detail.png
Bar = 10 um. Window x 442 to 482, y 57 to 97 um. Cells in grey, sequential cells in the stronger grey; small squares are vias.
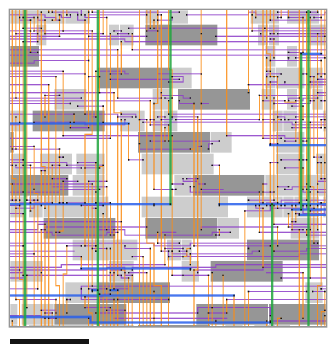
logic_types.png
Bar = 200 um.
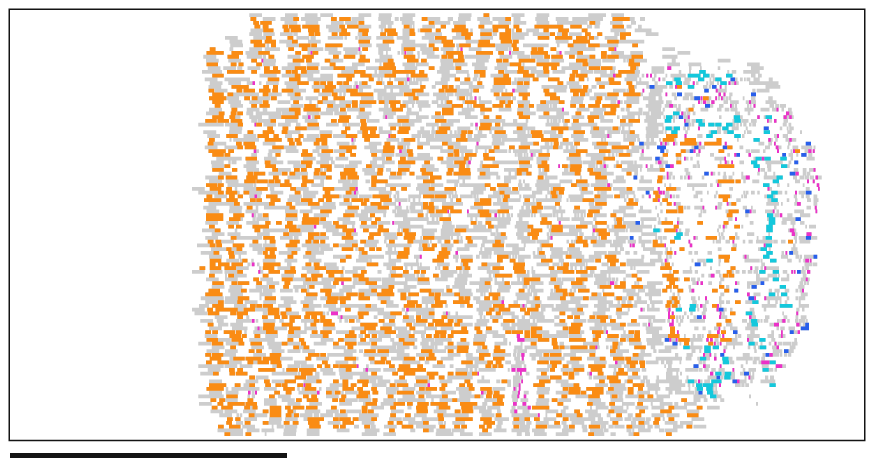
[src/rtl/pipeline_fwd.sv]
// Three-stage execute pipeline (S1 decode/read, S2 ALU, S3 writeback) with stall and register file.
// Define PIPE_FWD_EN to enable S2/S3 -> S1 operand forwarding; otherwise S1 always reads the register file.
module pipeline_fwd #(
  parameter int WIDTH  = 32,
  parameter int ADDR_W = 5
) (
  input  logic              clk,
  input  logic              reset,
  input  logic [31:0]       instr_in,
  input  logic              in_valid,
  input  logic              stall,
  output logic [WIDTH-1:0]  out,
  output logic              out_valid,
  output logic [ADDR_W-1:0] out_rd,
  output logic              out_we
);

  localparam int DEPTH = 2 ** ADDR_W;

  // S1: decoded instruction
  logic              s1_valid, s1_src, s1_we;
  logic [2:0]        s1_op;
  logic [ADDR_W-1:0] s1_rd, s1_rs1, s1_rs2;
  logic [WIDTH-1:0]  s1_imm;

  // S2: resolved operands
  logic              s2_valid, s2_we;
  logic [2:0]        s2_op;
  logic [ADDR_W-1:0] s2_rd;
  logic [WIDTH-1:0]  s2_a, s2_b;

  // S3: result
  logic              s3_valid, s3_we;
  logic [ADDR_W-1:0] s3_rd;
  logic [WIDTH-1:0]  s3_res;

  logic [WIDTH-1:0]  rf [DEPTH];
  logic [WIDTH-1:0]  rf_a, rf_b, op_a, rs2_val, op_b, alu_res;
  logic [4:0]        shamt;

  logic unused_bits;
  assign unused_bits = instr_in[26];

  always_ff @(posedge clk or negedge reset) begin
    if (!reset) begin
      s1_valid <= 1'b0;
      s1_src   <= 1'b0;
      s1_we    <= 1'b0;
      s1_op    <= '0;
      s1_rd    <= '0;
      s1_rs1   <= '0;
      s1_rs2   <= '0;
      s1_imm   <= '0;
    end else if (!stall) begin
      s1_valid <= in_valid;
      s1_op    <= instr_in[31:29];
      s1_src   <= instr_in[28];
      s1_we    <= instr_in[27];
      s1_rd    <= instr_in[21 +: ADDR_W];
      s1_rs1   <= instr_in[16 +: ADDR_W];
      s1_rs2   <= instr_in[11 +: ADDR_W];
      s1_imm   <= WIDTH'($signed(instr_in[15:0]));
    end
  end

  // Register 0 is never written, but the explicit guard keeps it reading 0 regardless.
  assign rf_a = (s1_rs1 == '0) ? '0 : rf[s1_rs1];
  assign rf_b = (s1_rs2 == '0) ? '0 : rf[s1_rs2];

`ifdef PIPE_FWD_EN
  logic s2_fwd_ok, s3_fwd_ok;
  assign s2_fwd_ok = s2_valid && s2_we;
  assign s3_fwd_ok = s3_valid && s3_we;

  always_comb begin
    op_a = rf_a;
    if (s1_rs1 != '0 && s2_fwd_ok && s2_rd == s1_rs1)      op_a = alu_res;
    else if (s1_rs1 != '0 && s3_fwd_ok && s3_rd == s1_rs1) op_a = s3_res;
    rs2_val = rf_b;
    if (s1_rs2 != '0 && s2_fwd_ok && s2_rd == s1_rs2)      rs2_val = alu_res;
    else if (s1_rs2 != '0 && s3_fwd_ok && s3_rd == s1_rs2) rs2_val = s3_res;
  end
`else
  assign op_a    = rf_a;
  assign rs2_val = rf_b;
`endif

  assign op_b = s1_src ? s1_imm : rs2_val;

  always_ff @(posedge clk or negedge reset) begin
    if (!reset) begin
      s2_valid <= 1'b0;
      s2_we    <= 1'b0;
      s2_op    <= '0;
      s2_rd    <= '0;
      s2_a     <= '0;
      s2_b     <= '0;
    end else if (!stall) begin
      s2_valid <= s1_valid;
      s2_we    <= s1_we;
      s2_op    <= s1_op;
      s2_rd    <= s1_rd;
      s2_a     <= op_a;
      s2_b     <= op_b;
    end
  end

  // Shifts past the datapath width naturally yield 0 for narrow WIDTH.
  assign shamt = s2_b[4:0];

  always_comb begin
    alu_res = '0;
    unique case (s2_op)
      3'b000: alu_res = s2_a + s2_b;
      3'b001: alu_res = s2_a - s2_b;
      3'b010: alu_res = s2_a & s2_b;
      3'b011: alu_res = s2_a | s2_b;
      3'b100: alu_res = s2_a ^ s2_b;
      3'b101: alu_res = s2_a << shamt;
      3'b110: alu_res = s2_a >> shamt;
      3'b111: alu_res = {{(WIDTH-1){1'b0}}, ($signed(s2_a) < $signed(s2_b))};
      default: alu_res = '0;
    endcase
  end

  always_ff @(posedge clk or negedge reset) begin
    if (!reset) begin
      s3_valid <= 1'b0;
      s3_we    <= 1'b0;
      s3_rd    <= '0;
      s3_res   <= '0;
    end else if (!stall) begin
      s3_valid <= s2_valid;
      s3_we    <= s2_we;
      s3_rd    <= s2_rd;
      s3_res   <= alu_res;
    end
  end

  always_ff @(posedge clk or negedge reset) begin
    if (!reset) begin
      for (int i = 0; i < DEPTH; i++) rf[i] <= '0;
    end else if (!stall && out_we && s3_rd != '0) begin
      rf[s3_rd] <= s3_res;
    end
  end

  assign out       = s3_res;
  assign out_valid = s3_valid;
  assign out_rd    = s3_rd;
  assign out_we    = s3_valid && s3_we;

endmodule

[config.mk]
export PLATFORM = sky130hd
export DESIGN_NAME = pipeline_fwd
export DESIGN_NICKNAME = d
export VERILOG_FILES = /design/src/rtl/pipeline_fwd.sv
export SDC_FILE = /design/constraint.sdc
export NUM_CORES = 2
export LEC_CHECK = 0
export CORE_ASPECT_RATIO = 0.5
export CORE_MARGIN = 2
export CORE_UTILIZATION = 36
export DETAILED_ROUTE_END_ITERATION = 16
export PLACE_DENSITY = 0.59
export RECOVER_POWER = 100
export SKIP_CTS_REPAIR_TIMING = 1
export SYNTH_ARGS = -nofsm -noshare
export SYNTH_HDL_FRONTEND = slang
export SYNTH_SLANG_ARGS = --single-unit
[constraint.sdc]
create_clock -name clk -period 11.05 [get_ports clk]
set_clock_uncertainty 0.2 [all_clocks]
set_input_delay 2.21 -clock clk [delete_from_list [all_inputs] [get_ports clk]]
set_output_delay 2.21 -clock clk [all_outputs]
set_load 0.03 [all_outputs]
==> design notes <==
The run gives 616 um for the horizontal die dimension. The floorplan step defined a die boundary enclosing 0.191 mm^2. STA classifies the critical path startpoint as a primary input.

The routed design shows a wire length per standard cell of 30.9 um. The kind of critical path was in -> reg. The post-synth register bit count is 1,169. With the switching component of the power at 0.00516 W, the register share after synthesis is 43.5%. The origin of the critical flop-to-flop path was out_valid$_DFFE_PN0N_. Based on the critical path, the design can be clocked at up to 122 MHz. The flow ran to the end, but the final reports show violations. Post-synthesis cell count: 5,474. The first global-routing pass estimated 351 mm of wire. On the critical path the largest part of the delay comes from buffers and inverters. The run gives 0 as the number of nets still failing antenna checks after routing. The clock net in this run drives a total of 1,169 sinks. The internal power of the cells totals 0.00965 W.

The most frequently used flop master after synthesis is dfrtp_1. The run gives 111 for the tool warning count. The fraction of layout instances using a drive strength above 1 came out at 33.9%.

Dominant cell by count in the synthesized netlist: dfrtp_1. The report lists the cells along the critical path as clkbuf_1, nor2_1, nand3b_1, nor2_1, clkbuf_1, mux2_2. Summing the areas of all fa, ha and maj instances in the mapped netlist gives 1.86% of the synthesized area. The total of warnings raised by yosys is 0, and the initial antenna violation count is 10.

Yosys shows that the main logic family after synthesis is multiplexers. The critical path startpoint is stall. The data arrival at the endpoint of the critical path was 8.67 ns; the synthesized area per cell was 12.3 um^2. The critical path contains buffers and inverters numbering 2 combined. Yosys reports that the leading cell type by area covers 43.5% of the netlist area.

The critical path required time came out at 11.49 ns. Power comes to 0.0148 W. The final reports fail on max-capacitance violations, max-slew violations. The number of top-level pins was 75. The run gives 0.136 mV for the worst voltage drop across the vdd grid. Per the OpenROAD power report, leakage power amounts to 32.5 nW. The critical path in the final layout is reported with a setup slack of 2.82 ns. For the distinct cell type count after synthesis, the log shows 84. The layout overhead on the synthesized area was 10.2%; the switching share of power was 34.8%. The global route stage reports its total congestion overflow as 0. The delay of the slowest cell on the worst path came out at 2.13 ns. In this run the most critical hold path is launched from rf[993]$_DFFE_PN0P_. The report counts max-capacitance violations totalling 20. The endpoint identified for the worst register-to-register timing path is rf[692]$_DFFE_PN0P_. The number of detailed-routing iterations run before antenna repair is 6, and the power density over the cells is 200 mW/mm^2.

TritonCTS built the clock tree. The run gives 0.0702 mm^2 as the cell area reported after detailed placement. Logic depth along the worst register-to-register path is recorded as 6.

The max-slew violation count is 632. Per the finish-stage timing summary, setup violations number 0. The routed design shows a via density per instance of 6.26. The run gives 100% for the async set-or-reset flop fraction in the synthesized netlist. The run gives 5,474 for the count of instantiated cells in the yosys netlist. For the worst slew margin relative to its limit, the log shows -185%. The congestion estimate from routability-driven global placement came to 0.963.

The worst-path maximum fanout was 69; the number of cells in the finished layout apart from fillers was 7,838. The part of the power in registers was 40.8%. The post-route clock period utilization works out to 74.5%.

Once the floorplan was initialized, standard cells occupied 36.2% of the core. Entering global routing, the biggest net connects 175 pins. The clock root buffer master is clkbuf_16. The routed layout reports a DRC error count of 0. By count the netlist is led by dfrtp_1 (1,169), mux2_2 (965), mux4_2 (472). The clock share of power is 28.8%, and the number of buffers on the longest clock path is 3. STA classifies the critical path endpoint as a flip-flop. In this run the core area contains 112 standard-cell rows.

The fill cell total of the finished layout was 17,531; the final non-filler cell area was 0.0742 mm^2. As logged by OpenROAD, the buffers inserted on ports number 73. For the number of global-route vias before repair, the log shows 49,856. Once iteration 0 of detailed routing completed, the report listed 5,249 DRC markers. In the global route stage, overall resource usage came out at 25.0%.
Back to the opening pictures, detail.png:
legend:
  metal 3:
    colour: blue
  metal 4:
    colour: green
  metal 1:
    colour: purple
  metal 2:
    colour: orange
cells with their middle in the window: 71
netlist names of flops here include: `rf` (5), `out` (4), `s2_a` (4)
sequential cells in the window: 15
most frequent: dfrtp_1 (14), nor2_1 (11)

Back to the opening pictures, logic_types.png:
legend:
  multiplexers:
    colour: orange
    cells: 1,693
    most_used: mux2_2
  NOR gates:
    colour: magenta
    cells: 288
    most_used: nor2_1
  AND-OR and OR-AND gates:
    colour: blue
    cells: 60
  adder and majority cells:
    colour: cyan
    cells: 99
    most_used: ha_1
    where: a column on the right

==> per-layer routing <==
layer | share of wire, % | global-route usage [%] | vias to the layer above
met2 | 45 | 39.7 | 2306
met5 | 0.0083 | 0 | -
met3 | 8.8 | 5.97 | 536
met4 | 4.0 | 9.06 | 2
li1 | - | - | 20106
met1 | 42 | 33.6 | 26137
==> layout by cell type (no fill, tap or decap), drive strengths merged, types with 11 or more instances in the layout <==
cell and instances:
mux4 472, clkbuf 186, inv 123, mux2i 252, clkdlybuf4s50 32, nand2 313, o21ai 347, nand3 16
dlygate4sd3 39, nor3 64, o211ai 26, clkinv 29, o22ai 108, a221oi 35, nor2 199, o31ai 22
ha 97, a2111oi 14, buf 114, a211oi 32, mux2 969, dfrtp 1169, o221ai 73, xnor2 27
o21a 11, a21oi 350, nand2b 18, a21o 11
==> power groups by stage <==
stage                     clock (W)  combinational, W  sequential (W)
final                       0.00427           0.00450         0.00604
after global routing        0.00450           0.00479         0.00614
after CTS                   0.00433           0.00447         0.00600
after detailed placement          0           0.00446         0.00608
after global placement            0           0.00436         0.00595
after floorplan                   0           0.00307         0.00581
==> final cells by class <==
cell class | count | area, um^2 | area share, %
clock buffer | 174 | 3550 | 4.78
tap | 2508 | 3140 | 4.23
timing repair buffer | 197 | 1710 | 2.31
clock inverter | 45 | 567 | 0.764
sequential | 1169 | 29300 | 39.5
antenna | 2 | 5.00 | 0.00675
inverter | 122 | 458 | 0.617
multi-input combinational | 3621 | 35500 | 47.8
==> sequential cells by signal (all words and copies together) (netlist names) <==
signal and flops:
rf 1024, s1_imm 11, s1_rs2 5, s1_valid 1, s1_rs1 5, s2_a 32
s2_b 32, s2_we 1, s2_rd 5, out_valid 1, s1_rd 5, s2_op 3
out 32, s1_we 1, s1_op 3, s2_valid 1, s3_we 1, s1_src 1
out_rd 5
Power and IR drop assume default switching activity.
